File: src/rtl/timer_sched_if.sv
// Bus between the CPU ports and timer_sched: channel configuration,
// acknowledge, and the expiry/interrupt status returned to the CPU.
interface timer_sched_if #(
  parameter int CNT_W = 16
);
  logic             cfg_we;
  logic [1:0]       cfg_ch;
  logic [CNT_W-1:0] cfg_reload;
  logic             cfg_run;
  logic             ack;
  logic [3:0]       tick;
  logic [3:0]       pending;
  logic             irq_valid;
  logic [1:0]       irq_ch;
  logic [3:0]       overrun;

  // CPU side
  modport master (
    output cfg_we, cfg_ch, cfg_reload, cfg_run, ack,
    input  tick, pending, irq_valid, irq_ch, overrun
  );

  // Scheduler side
  modport slave (
    input  cfg_we, cfg_ch, cfg_reload, cfg_run, ack,
    output tick, pending, irq_valid, irq_ch, overrun
  );
endinterface

File: src/rtl/timer_sched.sv
// timer_sched: four-channel periodic event scheduler.
// A shared prescaler produces base_tick every 2^PRE_W cycles; each channel
// is a reloadable down-counter that latches a pending flag on expiry, and a
// round-robin arbiter presents one pending channel at a time to the CPU.
// Optional feature: define TIMER_SCHED_OVERRUN_EN to build sticky
// "expired while still pending" detection; otherwise overrun is tied to 0.

// One scheduler channel: run bit, reload register, counter, pending/overrun.
module timer_sched_ch #(
  parameter int CNT_W = 16
) (
  input  logic             clk,
  input  logic             reset,
  input  logic             base_tick,
  input  logic             wr,
  input  logic [CNT_W-1:0] wr_reload,
  input  logic             wr_run,
  input  logic             clr,
  output logic             tick,
  output logic             pending,
  output logic             overrun
);
  logic             run;
  logic [CNT_W-1:0] reload;
  logic [CNT_W-1:0] count;

  // A config write to this channel suppresses an expiry in the same cycle.
  assign tick = base_tick && run && (count == '0) && !wr;

  // Config load, or count down on base_tick while running.
  always_ff @(posedge clk or posedge reset) begin
    if (reset) begin
      run    <= 1'b0;
      reload <= '0;
      count  <= '0;
    end else if (wr) begin
      run    <= wr_run;
      reload <= wr_reload;
      count  <= wr_reload;
    end else if (base_tick && run) begin
      count  <= (count == '0) ? reload : count - 1'b1;
    end
  end

  // A new expiry beats an ack in the same cycle, so the event is not lost.
  always_ff @(posedge clk or posedge reset) begin
    if (reset)     pending <= 1'b0;
    else if (tick) pending <= 1'b1;
    else if (clr)  pending <= 1'b0;
  end

`ifdef TIMER_SCHED_OVERRUN_EN
  // Ack consumes the old event, so an expiry alongside an ack is no overrun.
  always_ff @(posedge clk or posedge reset) begin
    if (reset)                overrun <= 1'b0;
    else if (clr)             overrun <= 1'b0;
    else if (tick && pending) overrun <= 1'b1;
  end
`else
  assign overrun = 1'b0;
`endif
endmodule

module timer_sched #(
  parameter int PRE_W = 10,
  parameter int CNT_W = 16
) (
  input  logic         clk,
  input  logic         reset,
  timer_sched_if.slave bus
);
  localparam int NUM_CH = 4;

  logic [PRE_W-1:0]  pre;
  logic              base_tick;
  logic [1:0]        ptr;
  logic [NUM_CH-1:0] tick_w;
  logic [NUM_CH-1:0] pend_w;
  logic [NUM_CH-1:0] ovr_w;
  logic [1:0]        grant;
  logic [1:0]        idx;
  logic              found;
  logic              take;

  assign base_tick = &pre;

  // Free-running prescaler; wraps from all-ones to zero.
  always_ff @(posedge clk or posedge reset) begin
    if (reset) pre <= '0;
    else       pre <= pre + 1'b1;
  end

  assign take = bus.ack && (|pend_w);

  genvar i;
  generate
    for (i = 0; i < NUM_CH; i++) begin : g_ch
      timer_sched_ch #(.CNT_W(CNT_W)) u_ch (
        .clk       (clk),
        .reset     (reset),
        .base_tick (base_tick),
        .wr        (bus.cfg_we && (bus.cfg_ch == 2'(i))),
        .wr_reload (bus.cfg_reload),
        .wr_run    (bus.cfg_run),
        .clr       (take && (grant == 2'(i))),
        .tick      (tick_w[i]),
        .pending   (pend_w[i]),
        .overrun   (ovr_w[i])
      );
    end
  endgenerate

  // Round-robin search: first pending channel starting at ptr.
  always_comb begin
    grant = '0;
    found = 1'b0;
    idx   = '0;
    for (int k = 0; k < NUM_CH; k++) begin
      idx = ptr + 2'(k);
      if (!found && pend_w[idx]) begin
        grant = idx;
        found = 1'b1;
      end
    end
  end

  // Advance the pointer past the channel just acknowledged.
  always_ff @(posedge clk or posedge reset) begin
    if (reset)     ptr <= '0;
    else if (take) ptr <= grant + 2'd1;
  end

  assign bus.tick      = tick_w;
  assign bus.pending   = pend_w;
  assign bus.irq_valid = |pend_w;
  assign bus.irq_ch    = grant;
  assign bus.overrun   = ovr_w;
endmodule

File: src/flat_wrapper.sv
// flat-port wrapper written by rule: the top's interface ports become plain ports
module timer_sched_flat 
#(
  parameter int PRE_W = 10,
  parameter int CNT_W = 16
)
  (clk, reset, bus_cfg_we, bus_cfg_ch, bus_cfg_reload, bus_cfg_run, bus_ack, bus_tick, bus_pending, bus_irq_valid, bus_irq_ch, bus_overrun);
  timer_sched_if #(.CNT_W(CNT_W)) bus_i ();
  input  logic clk;
  input  logic reset;
  input wire logic [$bits(bus_i.cfg_we)-1:0] bus_cfg_we;
  input wire logic [$bits(bus_i.cfg_ch)-1:0] bus_cfg_ch;
  input wire logic [$bits(bus_i.cfg_reload)-1:0] bus_cfg_reload;
  input wire logic [$bits(bus_i.cfg_run)-1:0] bus_cfg_run;
  input wire logic [$bits(bus_i.ack)-1:0] bus_ack;
  output wire logic [$bits(bus_i.tick)-1:0] bus_tick;
  output wire logic [$bits(bus_i.pending)-1:0] bus_pending;
  output wire logic [$bits(bus_i.irq_valid)-1:0] bus_irq_valid;
  output wire logic [$bits(bus_i.irq_ch)-1:0] bus_irq_ch;
  output wire logic [$bits(bus_i.overrun)-1:0] bus_overrun;
  assign bus_i.cfg_we = bus_cfg_we;
  assign bus_i.cfg_ch = bus_cfg_ch;
  assign bus_i.cfg_reload = bus_cfg_reload;
  assign bus_i.cfg_run = bus_cfg_run;
  assign bus_i.ack = bus_ack;
  assign bus_tick = bus_i.tick;
  assign bus_pending = bus_i.pending;
  assign bus_irq_valid = bus_i.irq_valid;
  assign bus_irq_ch = bus_i.irq_ch;
  assign bus_overrun = bus_i.overrun;
  timer_sched #(.PRE_W(PRE_W), .CNT_W(CNT_W)) u_core (.clk(clk), .reset(reset), .bus(bus_i));
endmodule
File: config.mk
export PLATFORM = sky130hd
export DESIGN_NAME = timer_sched_flat
export DESIGN_NICKNAME = d
export VERILOG_FILES = /design/src/rtl/timer_sched_if.sv /design/src/rtl/timer_sched.sv /design/src/flat_wrapper.sv
export SDC_FILE = /design/constraint.sdc
export NUM_CORES = 1
export LEC_CHECK = 0
export CAP_MARGIN = 20
export CORE_MARGIN = 1.5
export CORE_UTILIZATION = 50
export CTS_BUF_LIST = sky130_fd_sc_hd__clkbuf_16
export CTS_CLUSTER_SIZE = 28
export DETAILED_ROUTE_END_ITERATION = 7
export GPL_TIMING_DRIVEN = 0
export PLACE_DENSITY = 0.71
export SLEW_MARGIN = 40
export SYNTH_ARGS = -nofsm -noshare
export SYNTH_HDL_FRONTEND = slang
export SYNTH_HIERARCHICAL = 1
export SYNTH_SLANG_ARGS = --single-unit
export TNS_END_PERCENT = 50
File: constraint.sdc
create_clock -name clk -period 2.55 [get_ports clk]
set_input_delay 0.765 -clock clk [delete_from_list [all_inputs] [get_ports clk]]
set_output_delay 0.765 -clock clk [all_outputs]
set_load 0.01 [all_outputs]
Figure 1. Register map, names as in the netlist (run 1).
Scale: 4 px per um. Other sequential cells in the stronger gray, the rest of the logic in the fainter gray.
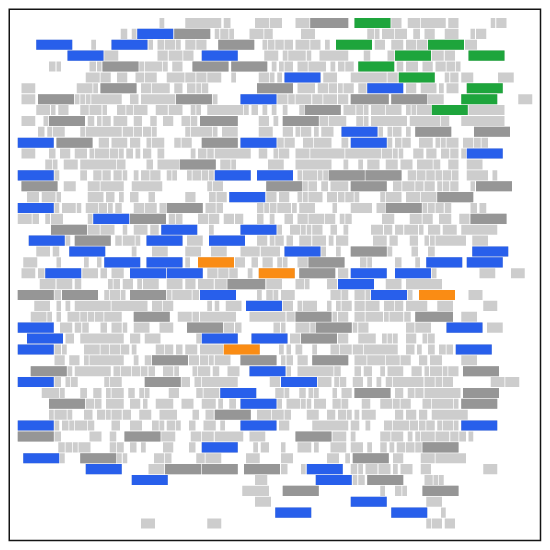
Key: `u_core/g_ch.u_ch/reload` = blue [placed flops 64, where widely spread]; `u_core/g_ch.u_ch/run` = orange [placed flops 4, where center]; `u_core/pre` = green [placed flops 10, where upper right]
Another 70 sequential cells are not colored.

Figure 2. Gate families picked out (run 1).
Scale: 2 px per um.
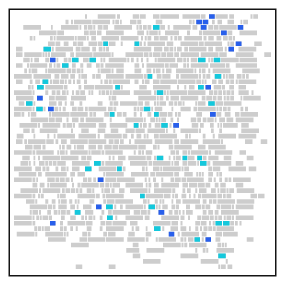
Key: xor and xnor cells = blue [cells 20, where widely spread]; non-inverting ao/oa cells = cyan [cells 41, where widely spread]

Figure 3. Metal 1 (run 1).
Scale: 2 px per um.
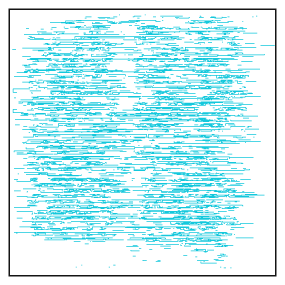
The layer holds 43% of the routed length. The wires run mostly horizontal.

Figure 4. Zoomed window (run 1).
Region (87, 87) to (112, 112) um. Cells in gray, sequential cells in the stronger gray; small squares are vias.
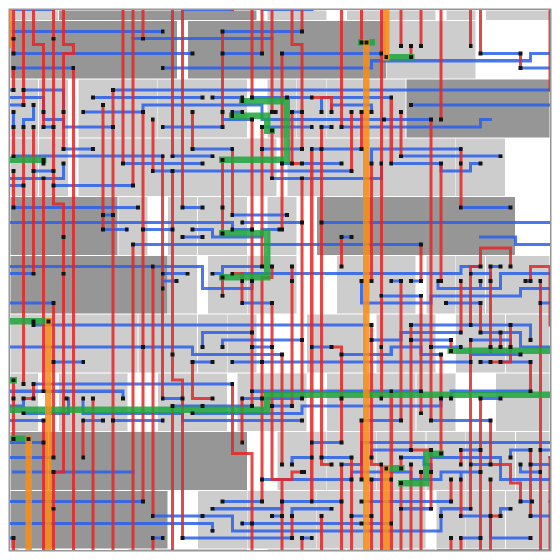
Key: M1 = blue; M2 = red; M3 = green; M4 = orange
Most frequent: nand4_1 (7), dfrtp_1 (7), nand2_1 (6). 60 logic cells have their middle in the window. Netlist names of flops here include `u_core/g_ch.u_ch/count` (4), `u_core/g_ch.u_ch/reload` (2). Sequential cells in the window: 8.

==> Slide: Implementation Results, run 1 <==
Physical Implementation Snapshot

Logic synthesis
  – Count of library flops with an enable pin: 0
  – Dominant flop cell: dfrtp_1
  – Distinct lib cells: ~60
  – Syn_area_per_cell: approximately 9.4 um2
  – Yosys top cell by area: dfrtp_1
  – Yosys chip area: about 0.0084 mm2
  – Simple-gate share of the synthesized area: approximately a fifth
  – Most common cell in the synthesized netlist: dfrtp_1
  – Synth top cells by count: dfrtp_1, nand2_1, inv_1
  – MUX area fraction: between 6 and 7%
  – Post-Syn Area: ~0.0084 mm2
  – Yosys Instances: 890
  – Max-area cell share: 44.2%
  – Synth Register Bits: 148
  – Synth Seq Share: about 44%

Power
  – Leak Pwr: between 4 and 5 nW
  – Clk pwr share: between 30% and 40%
  – Comb power: between 1.5 and 2 mW
  – Net Switching: 2.38 mW
  – Worst vdd ir: 0.553 mV
  – Sequential power share: roughly 43%
  – Total power draw: ~7.4 mW
  – Total sequential power: 3.16 mW
  – Cell-internal power: between 4 and 5 mW
  – Pwr dens: around 710 mW/mm2
  – Switching Share: 32.3%
  – Clock distribution power: around 2.4 mW

Hold path
  – Hold Path Stages: 1
  – Hold EP: u_core/pre[9]$_DFF_PP0_
  – Hold WC Path Type: register to register
  – Min-delay src: u_core/pre[9]$_DFF_PP0_

Final layout
  – Filler Cells Inserted: about 1,300
  – Top cells excl fill/tap: dfrtp_1, nand2_1, buf_4
  – Sequential cell count: between 100 and 150
  – Area Overhead vs Synth: 24.3%
  – Multi-input gate share of total cell area: 42.9%
  – Register area: 0.00371 mm2
  – Most used logic cell in the final layout: dfrtp_1
  – Top Registers: u_core/g_ch.u_ch/count x64, u_core/g_ch.u_ch/reload x64, u_core/pre x10
  – Ratio of cells with drive above 1 in the final layout: about a fifth
  – Clock buf count: 17
  – Non-Clock Inverter Count: around 75
  – Diodes inserted: 0
  – Final Instance Count excl. Fillers: roughly 1,200
  – Finished Cell Area: between 0.01 and 0.015 mm2
  – Largest cell class: logic gates
  – Final non-clock buffer share: between 10% and 20%

Critical path
  – Reg-to-reg endpoint: u_core/g_ch[0].u_ch/count[8]$_DFFE_PP0P_
  – Slowest CP cell: dfrtp_1
  – CP Depth: 7
  – CP delay by family, top: simple AND/OR/NAND/NOR gates
  – CP max stage delay: approximately 400 ps
  – Setup CP Type: register to output port
  – CP Max Fanout: 2
  – Reg2reg start: u_core/pre[2]$_DFF_PP0_
  – Worst setup EP type: output port
  – CP cell instances: inv_2, ha_4, nor4b_4, nand4_1, clkbuf_8, nor2_4, buf_6
  – Reg2Reg Depth: 10

Place
  – DP HPWL: approximately 16 mm
  – Placed insts: 1,143
  – Dpl ws: -1200 ps
  – Post-DP Area: roughly 0.009 mm2

Floorplanning
  – Top-Level Pins: 38
  – DIE HEIGHT: 132 um
  – Tapcell Cnt: 220
  – Core box area: ~0.016 mm2
  – FP Core Util: just over 50%

Route
  – Post-Route WL: between 20 and 30 mm
  – Initial detailed-routing violation count: between 900 and 1,000
  – Max Used Layer: met4
  – Routed vias/inst: between 6 and 7
  – Met1 WL: 11.0 mm
  – Remaining antenna violation count: 0
  – DR WL/cell: a little over 20 um
  – Met2 wire length: roughly 12 mm
  – Wire length on met3: ~2.0 mm

Job
  – Tool warnings: 32
  – Maximum capacitance violations: 0

Timing
  – Setup violators final: 4
  – Relative slew slack: between 50 and 60%
  – Final setup margin: -136 ps
  – Fmax: ~0.37 GHz
  – Max Slew Vio Count: 0
  – Worst Tran Pin Value: 722 ps
  – Setup TNS: -387 ps
  – Tmin final: around 2700 ps
  – Worst Skew: roughly 8 ps

Run status
  – Failing checks: setup timing
  – Status: finished with violations

CTS
  – CTS max path bufs: 2
  – Hold-fix buffers, CTS: 0
  – Htree depth: 4
  – Post-CTS sizing: around 100
  – CTS tree: yes
  – Num CTS Buffers: 17
  – Root buffer cell: clkbuf_16

GRT
  – First-pass GRT wire length: between 40 and 50 mm
  – Met2 Use GR: between 40% and 50%
  – GR Util met1: 41.3%
  – GRT Resource Usage Total: approximately 30%
==> run 1 -> run 2 <==
--- a/config.mk
+++ b/config.mk
@@ -13,6 +13,7 @@
 export DETAILED_ROUTE_END_ITERATION = 7
 export GPL_TIMING_DRIVEN = 0
 export PLACE_DENSITY = 0.71
+export SETUP_SLACK_MARGIN = 0.02
 export SLEW_MARGIN = 40
 export SYNTH_ARGS = -nofsm -noshare
 export SYNTH_HDL_FRONTEND = slang
Figure 5. Metal 1 (run 2).
Scale: 2 px per um.
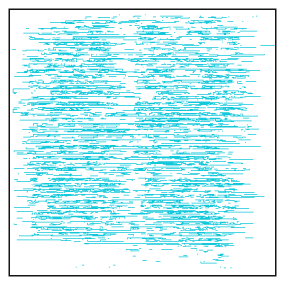
The wires run mostly horizontal. The longest straight run is 56.6 um. 977 nets have wire on it.

Figure 6. Gate families picked out (run 2).
Scale: 2 px per um.
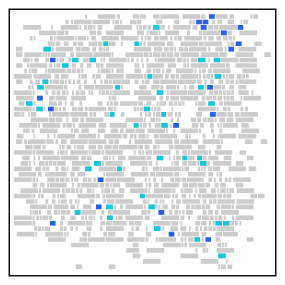
Key: xor and xnor cells = blue [cells 20, where widely spread]; non-inverting ao/oa cells = cyan [cells 41, where widely spread]

Figure 7. Register map, names as in the netlist (run 2).
Scale: 4 px per um. Other sequential cells in the stronger gray, the rest of the logic in the fainter gray.
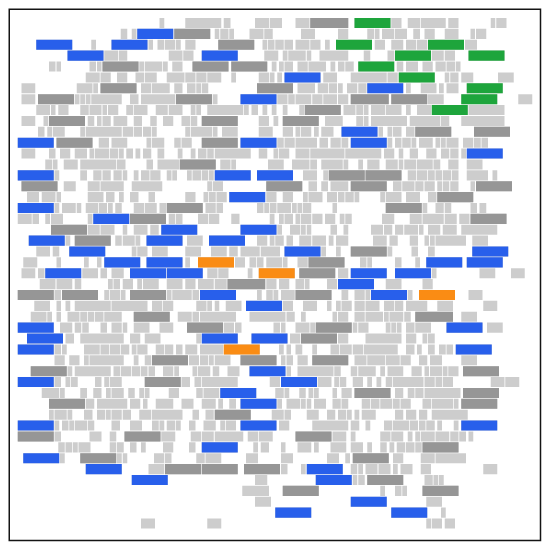
Key: `u_core/g_ch.u_ch/run` = orange [placed flops 4, where center]; `u_core/pre` = green [placed flops 10, where upper right]; `u_core/g_ch.u_ch/reload` = blue [placed flops 64, where widely spread]
Another 70 sequential cells are not colored.

==> run 2 against run 1 <==
Against the previous run:
- the flow still finishes with violations (setup timing)
- final area hardly changed
- clock-buffer cell count is the same
- final cell count about the same
- critical path depth unchanged
- clock power hardly changed
- fmax rose by 0.15%
- wire length down 0.23%
- synthesized area stayed put
- critical endpoint unchanged
- highest routed layer unchanged
==> Slide: Implementation Results, run 2 <==
Physical Implementation Snapshot

Run status
  – Status: finished with violations
  – Failing checks: setup timing

Place
  – Placed insts: ~1,100
  – DP HPWL: approximately 16 mm
  – Post-DP Area: 0.00901 mm2
  – Dpl ws: -1200 ps

Logic synthesis
  – Synth top cells by count: dfrtp_1, nand2_1, inv_1
  – Post-Syn Area: 0.00838 mm2
  – Synth Seq Share: between 40 and 50%
  – Distinct lib cells: between 60 and 70
  – Synth Register Bits: roughly 150
  – Yosys chip area: 0.00838 mm2
  – Count of library flops with an enable pin: 0
  – Syn_area_per_cell: 9.41 um2
  – Yosys top cell by area: dfrtp_1
  – Dominant flop cell: dfrtp_1
  – Simple-gate share of the synthesized area: between 15 and 20%
  – MUX area fraction: around 6.2%
  – Max-area cell share: approximately 44%
  – Most common cell in the synthesized netlist: dfrtp_1

Final layout
  – Largest cell class: logic gates
  – Final Instance Count excl. Fillers: around 1,200
  – Top Registers: u_core/g_ch.u_ch/count x64, u_core/g_ch.u_ch/reload x64, u_core/pre x10
  – Register area: 0.00371 mm2
  – Final non-clock buffer share: a little over a tenth
  – Ratio of cells with drive above 1 in the final layout: roughly a fifth
  – Most used logic cell in the final layout: dfrtp_1
  – Sequential cell count: around 150
  – Clock buf count: 17
  – Flop share of the area: between 30 and 40%
  – Non-Clock Inverter Count: 75
  – Multi-input gate share of total cell area: between 40% and 50%
  – Multi-input gates: roughly 620
  – Area Overhead vs Synth: 24.2%
  – Top cells excl fill/tap: dfrtp_1, nand2_1, buf_4
  – Filler Cells Inserted: 1,337

GRT
  – Largest net degree at the start of global routing: 35
  – Met2 Use GR: 46.0%
  – GR Util met1: about two fifths
  – GR Util met3: between 7 and 8%
  – First-pass GRT wire length: roughly 40 mm
  – GRT Resource Usage Total: between 20% and 30%

Critical path
  – CP Buf/Inv Count: 3
  – Reg2Reg Depth: 10
  – Setup CP Type: register to output port
  – Reg2reg start: u_core/pre[2]$_DFF_PP0_
  – CP Depth: 7
  – CP max stage delay: about 400 ps
  – Setup slack, reg-to-reg: about 170 ps
  – Reg-to-reg endpoint: u_core/g_ch[0].u_ch/count[8]$_DFFE_PP0P_
  – CP delay by family, top: simple AND/OR/NAND/NOR gates
  – Worst setup EP type: output port
  – CP cell instances: inv_2, ha_4, nor4b_4, nand4_1, clkbuf_8, nor2_4, buf_6
  – CP Max Fanout: 3

Route
  – Post-Route WL: approximately 26 mm
  – Wire length on met3: 1.91 mm
  – Routed vias/inst: ~6.3
  – Met2 wire length: around 12 mm
  – DR WL/cell: about 21 um
  – Met1 WL: 11.0 mm
  – Max Used Layer: met4
  – Remaining antenna violation count: 0

Job
  – Tool warnings: 32
  – Maximum capacitance violations: 0

Floorplanning
  – Top-Level Pins: 38
  – DIE HEIGHT: about 130 um
  – FP Core Util: 50.9%
  – Tapcell Cnt: 220

Power
  – Clock distribution power: between 2 and 2.5 mW
  – Clk pwr share: ~32%
  – Leak Pwr: 4.28 nW
  – Comb power: about 1.8 mW
  – Total power draw: approximately 7.4 mW
  – Worst vdd ir: around 0.54 mV
  – Cell-internal power: between 4 and 5 mW
  – Total sequential power: between 3 and 4 mW
  – Switching Share: about a third
  – Net Switching: ~2.4 mW
  – Pwr dens: between 700 and 800 mW/mm2

CTS
  – Num CTS Buffers: 17
  – Root buffer cell: clkbuf_16
  – CTS max path bufs: 2
  – Hold-fix buffers, CTS: 0
  – Htree depth: 4
  – CTS tree: yes

Timing
  – Setup TNS: -430 ps
  – Hold WS: roughly 480 ps
  – Worst Tran Pin Value: roughly 730 ps
  – Fmax: 0.373 GHz
  – Setup violators final: 4
  – Relative slew slack: between 50 and 60%
  – Tmin final: around 2700 ps
  – Final setup margin: -132 ps
  – Max Slew Vio Count: 0
  – Worst Skew: 8.75 ps

Hold path
  – Min-delay src: u_core/pre[9]$_DFF_PP0_
  – Hold EP: u_core/pre[9]$_DFF_PP0_
  – Hold WC Path Type: register to register
Power figures rest on the tool's default switching activity, not on a simulated workload.
